## src/rtl/noc_dev_endpoint_if.sv

```systemverilog
// rtl/noc_dev_endpoint_if.sv - byte-serial NoC link between switch port and device endpoint
//
// Signals:
//   noc_to_dev_ctl    1 = header/idle byte, 0 = payload byte (switch -> device)
//   noc_to_dev_data   request byte stream (switch -> device)
//   noc_from_dev_ctl  response ctl, idles at 1 (device -> switch)
//   noc_from_dev_data response byte stream, idles at 0x00 (device -> switch)
// Modports:
//   master  switch side (drives requests, receives responses)
//   slave   device side (receives requests, drives responses)

interface noc_dev_endpoint_if;
  logic       noc_to_dev_ctl;
  logic [7:0] noc_to_dev_data;
  logic       noc_from_dev_ctl;
  logic [7:0] noc_from_dev_data;

  modport master (
    output noc_to_dev_ctl,
    output noc_to_dev_data,
    input  noc_from_dev_ctl,
    input  noc_from_dev_data
  );

  modport slave (
    input  noc_to_dev_ctl,
    input  noc_to_dev_data,
    output noc_from_dev_ctl,
    output noc_from_dev_data
  );
endinterface

```

## src/rtl/noc_dev_endpoint.sv

```systemverilog
// rtl/noc_dev_endpoint.sv - device-side terminal of the NoC byte-serial link
//
// Parses read/write request packets, executes them against a local
// byte-addressed memory and streams a response packet back.
//
// Ports:
//   clk    rising-edge clock
//   reset  asynchronous, active-high
//   link   noc_dev_endpoint_if.slave: request stream in, response stream out
//   busy   high while a response is on the wire
//   drop   one-cycle pulse when a request header is discarded (response in flight)

module noc_dev_endpoint #(
  parameter int MEM_BYTES = 256
) (
  input  logic                 clk,
  input  logic                 reset,
  noc_dev_endpoint_if.slave    link,
  output logic                 busy,
  output logic                 drop
);

  localparam int AW = $clog2(MEM_BYTES);

  typedef enum logic [2:0] {RX_IDLE, RX_SID, RX_ADDR, RX_DATA, RX_DISCARD} rx_state_t;
  typedef enum logic [1:0] {TX_IDLE, TX_HDR, TX_SID, TX_BODY} tx_state_t;

  logic [7:0] mem [MEM_BYTES];
  logic [7:0] mem_rdata;

  logic       in_ctl;
  logic [7:0] in_data;
  assign in_ctl  = link.noc_to_dev_ctl;
  assign in_data = link.noc_to_dev_data;

  rx_state_t rx_state, rx_next;
  logic          rx_wr;
  logic [1:0]    rx_acode;
  logic [2:0]    rx_dcode;
  logic [7:0]    rx_sid;
  logic [7:0]    rx_cnt;
  logic [AW-1:0] rx_addr;

  tx_state_t tx_state, tx_next;
  logic          tx_wr;
  logic [2:0]    tx_dcode;
  logic [7:0]    tx_sid;
  logic [7:0]    tx_cnt;
  logic [7:0]    tx_len;
  logic [AW-1:0] tx_addr;

  logic          hdr_seen, cmd_ok, tx_active;
  logic [7:0]    alen_last, dlen_last;
  logic [AW-1:0] addr_cur;
  logic          accept_hdr, drop_next, sid_we, addr_we, mem_we, tx_start, tx_rd_en;
  logic          ctl_next, busy_next;
  logic [7:0]    data_next;

  // A new header is judged against the TX state rather than the busy flop:
  // busy rises one edge after the launch, and a header arriving on that edge
  // must already see the response as in flight.
  assign tx_active = (tx_state != TX_IDLE);
  assign hdr_seen  = in_ctl && (in_data != 8'h00);
  assign cmd_ok    = (in_data[2:0] == 3'b001) || (in_data[2:0] == 3'b010);
  assign alen_last = (8'd1 << rx_acode) - 8'd1;
  assign dlen_last = (8'd1 << rx_dcode) - 8'd1;

  // Only the first two little-endian address bytes can reach bits below AW;
  // later bytes contribute nothing, which discards the upper address bits.
  assign addr_cur = rx_addr | AW'((rx_cnt == 8'd0) ? {8'h00, in_data} :
                                  (rx_cnt == 8'd1) ? {in_data, 8'h00} : 16'h0000);

  // ---------------- RX state machine ----------------
  always_ff @(posedge clk or posedge reset) begin
    if (reset) rx_state <= RX_IDLE;
    else       rx_state <= rx_next;
  end

  always_comb begin
    rx_next = rx_state;
    if (in_ctl) begin
      // Any ctl=1 byte is evaluated as if in RX_IDLE, aborting a packet in progress.
      if (in_data == 8'h00)          rx_next = RX_IDLE;
      else if (tx_active || !cmd_ok) rx_next = RX_DISCARD;
      else                           rx_next = RX_SID;
    end else begin
      case (rx_state)
        RX_SID:  rx_next = RX_ADDR;
        RX_ADDR: if (rx_cnt == alen_last) rx_next = rx_wr ? RX_DATA : RX_IDLE;
        RX_DATA: if (rx_cnt == dlen_last) rx_next = RX_IDLE;
        default: rx_next = rx_state;
      endcase
    end
  end

  always_comb begin
    accept_hdr = hdr_seen && !tx_active && cmd_ok;
    drop_next  = hdr_seen && tx_active;
    sid_we     = !in_ctl && (rx_state == RX_SID);
    addr_we    = !in_ctl && (rx_state == RX_ADDR);
    mem_we     = !in_ctl && (rx_state == RX_DATA);
    tx_start   = (addr_we && (rx_cnt == alen_last) && !rx_wr) ||
                 (mem_we && (rx_cnt == dlen_last));
  end

  always_ff @(posedge clk or posedge reset) begin
    if (reset) begin
      rx_wr    <= 1'b0;
      rx_acode <= 2'd0;
      rx_dcode <= 3'd0;
      rx_sid   <= 8'h00;
      rx_cnt   <= 8'd0;
      rx_addr  <= '0;
    end else if (accept_hdr) begin
      rx_acode <= in_data[7:6];
      rx_dcode <= in_data[5:3];
      rx_wr    <= in_data[1];
      rx_addr  <= '0;
    end else if (sid_we) begin
      rx_sid <= in_data;
      rx_cnt <= 8'd0;
    end else if (addr_we) begin
      rx_addr <= addr_cur;
      rx_cnt  <= (rx_cnt == alen_last) ? 8'd0 : rx_cnt + 8'd1;
    end else if (mem_we) begin
      rx_addr <= rx_addr + AW'(1);
      rx_cnt  <= rx_cnt + 8'd1;
    end
  end

  // Single-port memory; writes happen only while TX is idle, so the read
  // port is never active in the same cycle as a write.
  assign tx_rd_en = !tx_wr && ((tx_state == TX_SID) || (tx_state == TX_BODY));

  always_ff @(posedge clk) begin
    if (mem_we)   mem[rx_addr] <= in_data;
    if (tx_rd_en) mem_rdata    <= mem[tx_addr];
  end

  // ---------------- TX state machine ----------------
  always_ff @(posedge clk or posedge reset) begin
    if (reset) tx_state <= TX_IDLE;
    else       tx_state <= tx_next;
  end

  always_comb begin
    tx_next = tx_state;
    case (tx_state)
      TX_IDLE: if (tx_start) tx_next = TX_HDR;
      TX_HDR:  tx_next = TX_SID;
      TX_SID:  tx_next = TX_BODY;
      TX_BODY: if (tx_cnt == tx_len - 8'd1) tx_next = TX_IDLE;
      default: tx_next = TX_IDLE;
    endcase
  end

  // Next values for the registered outputs. The memory read for body byte n
  // is issued one edge ahead, so mem_rdata already holds it in TX_BODY.
  always_comb begin
    ctl_next  = 1'b1;
    data_next = 8'h00;
    busy_next = 1'b0;
    case (tx_state)
      TX_HDR: begin
        ctl_next  = 1'b1;
        data_next = tx_wr ? 8'h04 : {2'b00, tx_dcode, 3'b011};
        busy_next = 1'b1;
      end
      TX_SID: begin
        ctl_next  = 1'b0;
        data_next = tx_sid;
        busy_next = 1'b1;
      end
      TX_BODY: begin
        ctl_next  = 1'b0;
        data_next = tx_wr ? 8'h00 : mem_rdata;
        busy_next = 1'b1;
      end
      default: begin
        ctl_next  = 1'b1;
        data_next = 8'h00;
        busy_next = 1'b0;
      end
    endcase
  end

  always_ff @(posedge clk or posedge reset) begin
    if (reset) begin
      tx_wr    <= 1'b0;
      tx_dcode <= 3'd0;
      tx_sid   <= 8'h00;
      tx_cnt   <= 8'd0;
      tx_len   <= 8'd1;
      tx_addr  <= '0;
    end else if (tx_start) begin
      tx_wr    <= rx_wr;
      tx_dcode <= rx_dcode;
      tx_sid   <= rx_sid;
      tx_cnt   <= 8'd0;
      tx_len   <= rx_wr ? 8'd1 : (8'd1 << rx_dcode);
      tx_addr  <= addr_cur;
    end else if (tx_state == TX_SID) begin
      tx_addr <= tx_addr + AW'(1);
    end else if (tx_state == TX_BODY) begin
      tx_addr <= tx_addr + AW'(1);
      tx_cnt  <= tx_cnt + 8'd1;
    end
  end

  always_ff @(posedge clk or posedge reset) begin
    if (reset) begin
      link.noc_from_dev_ctl  <= 1'b1;
      link.noc_from_dev_data <= 8'h00;
      busy                   <= 1'b0;
      drop                   <= 1'b0;
    end else begin
      link.noc_from_dev_ctl  <= ctl_next;
      link.noc_from_dev_data <= data_next;
      busy                   <= busy_next;
      drop                   <= drop_next;
    end
  end

endmodule

```

## src/flat_wrapper.sv

```systemverilog
// flat-port wrapper written by rule: the top's interface ports become plain ports
module noc_dev_endpoint_flat 
#(
  parameter int MEM_BYTES = 256
)
  (clk, reset, busy, drop, link_noc_to_dev_ctl, link_noc_to_dev_data, link_noc_from_dev_ctl, link_noc_from_dev_data);
  noc_dev_endpoint_if link_i ();
  input  logic clk;
  input  logic reset;
  output logic busy;
  output logic drop;
  input wire logic [$bits(link_i.noc_to_dev_ctl)-1:0] link_noc_to_dev_ctl;
  input wire logic [$bits(link_i.noc_to_dev_data)-1:0] link_noc_to_dev_data;
  output wire logic [$bits(link_i.noc_from_dev_ctl)-1:0] link_noc_from_dev_ctl;
  output wire logic [$bits(link_i.noc_from_dev_data)-1:0] link_noc_from_dev_data;
  assign link_i.noc_to_dev_ctl = link_noc_to_dev_ctl;
  assign link_i.noc_to_dev_data = link_noc_to_dev_data;
  assign link_noc_from_dev_ctl = link_i.noc_from_dev_ctl;
  assign link_noc_from_dev_data = link_i.noc_from_dev_data;
  noc_dev_endpoint #(.MEM_BYTES(MEM_BYTES)) u_core (.clk(clk), .reset(reset), .link(link_i), .busy(busy), .drop(drop));
endmodule
```

## config.mk

```make
export PLATFORM = sky130hd
export DESIGN_NAME = noc_dev_endpoint_flat
export DESIGN_NICKNAME = d
export VERILOG_FILES = /design/src/rtl/noc_dev_endpoint_if.sv /design/src/rtl/noc_dev_endpoint.sv /design/src/flat_wrapper.sv
export SDC_FILE = /design/constraint.sdc
export NUM_CORES = 2
export LEC_CHECK = 0
export ABC_AREA = 1
export CORE_UTILIZATION = 50
export CTS_CLUSTER_SIZE = 20
export DETAILED_ROUTE_END_ITERATION = 10
export PLACE_DENSITY = 0.65
export SLEW_MARGIN = 20
export SYNTH_ARGS = -nofsm -noshare
export SYNTH_HDL_FRONTEND = slang
export SYNTH_SLANG_ARGS = --single-unit
```

## constraint.sdc

```tcl
create_clock -name clk -period 4.6 [get_ports clk]
set_input_delay 0.46 -clock clk [delete_from_list [all_inputs] [get_ports clk]]
set_output_delay 0.46 -clock clk [all_outputs]
set_load 0.1 [all_outputs]
```

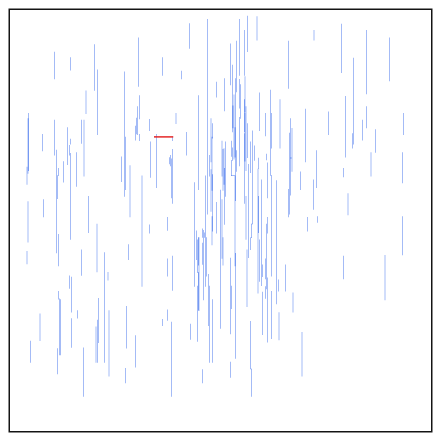
Fig. 1. Signal wires by layer.
Scale: 1 px per um. Only two layers are drawn.
legend:
  red:
    layer: met5
    wire_length: 17.5 um
  blue:
    layer: met4
    wire_length: 8,690 um

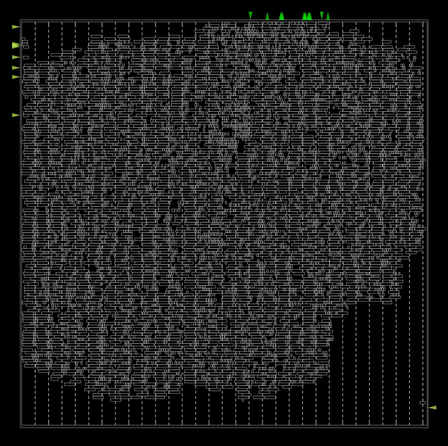
Fig. 2. Cell outlines without signal wires.
final core utilization: 55.4%
Tapcells: 2,325
flop share of the area: 66.1%
core box area: 0.174 mm^2
Post-Layout Cell Count: 9,930

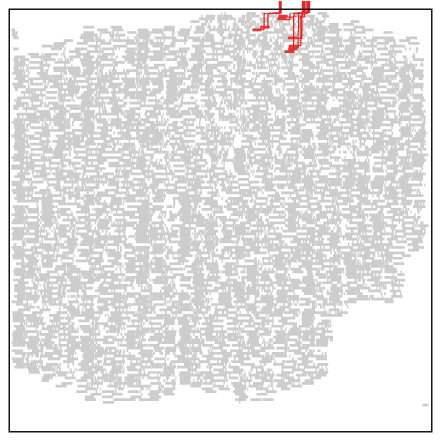
Fig. 3. Port wiring.
Scale: 1 px per um.
legend:
  red:
    port: link_noc_from_dev_data
    bits: 8
    direction: output
    edge: top
    end_cells: 8
    buffers: 8
    wire: 280 um

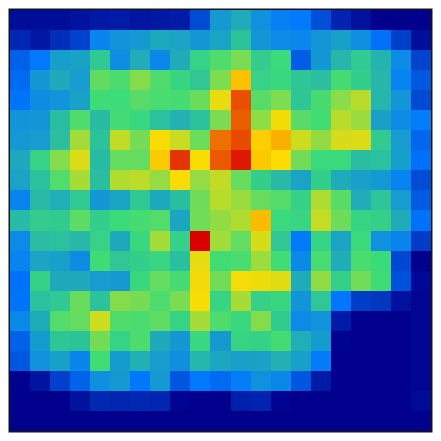
Fig. 4. Routed metal per tile.
Scale: 1 px per um. The die is cut into 21 by 21 equal tiles; dark blue is low, red is high, scaled to the fullest tile. Values are wire area over tile area, all layers added.
mean over tiles: 0.22
nearly empty tiles: 14%
emptiest ninth of the die: bottom right
tiles over half the peak: 29%
densest ninth of the die: middle
fullest tile: 0.60

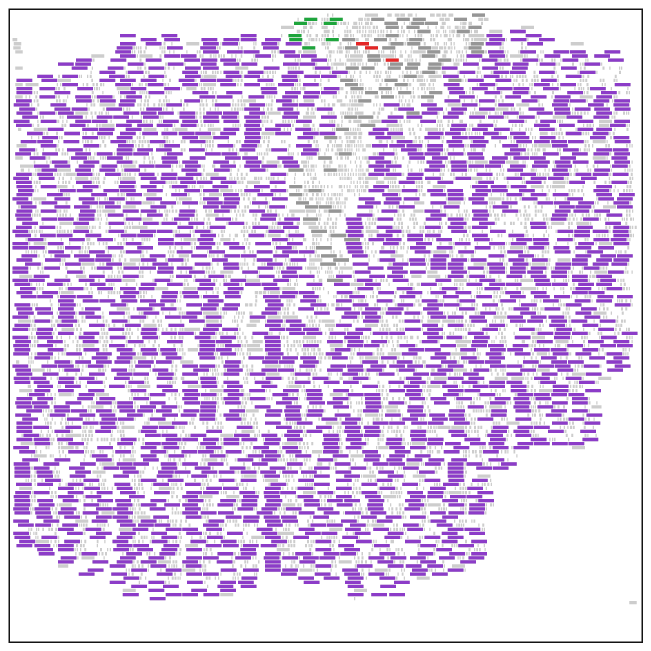
Fig. 5. Where the registers sit.
Scale: 1.5 px per um. Other sequential cells in the stronger gray, the rest of the logic in the fainter gray.
legend:
  green:
    name_in_the_netlist: u_core.rx_cnt
    placed_flops: 8
    where: top middle
  red:
    name_in_the_netlist: u_core.rx_dcode
    placed_flops: 3
  purple:
    name_in_the_netlist: u_core.mem
    placed_flops: 2,048
    where: all over the die

==> results.json <==
{
  "status": "complete, no violations",
  "fa_ha_area_share_pct": 0.214,
  "cpLargestDelayFamily": "simple AND/OR/NAND/NOR gates",
  "ios": 22,
  "p_sw_w": 0.0213,
  "die_w_um": 421,
  "yosysTopAreaCell": "edfxtp_1",
  "fin_tns_setup_ps": 0,
  "async_flop_share_pct": 3.84,
  "syn_inst": 7552,
  "cts_inserted_buffers": 207,
  "slew_violations": 0,
  "p_clk_w": 0.0164,
  "synth_cell_type_count": 44,
  "first_pass_iters": 6,
  "cts_setup_buffers": 0,
  "drc": 0,
  "slew_headroom_pct": 18.8,
  "final_area_mm2": 0.0965,
  "wl_met1_mm": 94.7,
  "fp-utilization_pct": 50.4,
  "synth.ff_latch_count": 2138,
  "final_layout_size_suffix_gt1_share_pct": 6.03,
  "rrSetupSlack_ps": 1060,
  "synthTopCellsByArea": "edfxtp_1, nand3_1, nand2_1",
  "critPathArrivalTime_ps": 4240,
  "nFillCells": 14400,
  "drtIter0Drc": 7236,
  "ys_sh_mux_pct": 0,
  "grt_pass1_wl_mm": 348,
  "peakVddDrop_v": 0.000598,
  "die_h_um": 421,
  "hold_viol": 0,
  "grt.busiest_layer": "met2",
  "r2r_start": "u_core.tx_addr[0]",
  "hold_depth": 3,
  "hpwlAfterDp_mm": 134,
  "crit_top_cell": "nand3_1",
  "largest_reg_flops": 2048,
  "worstPathMaxFanout": 205
}
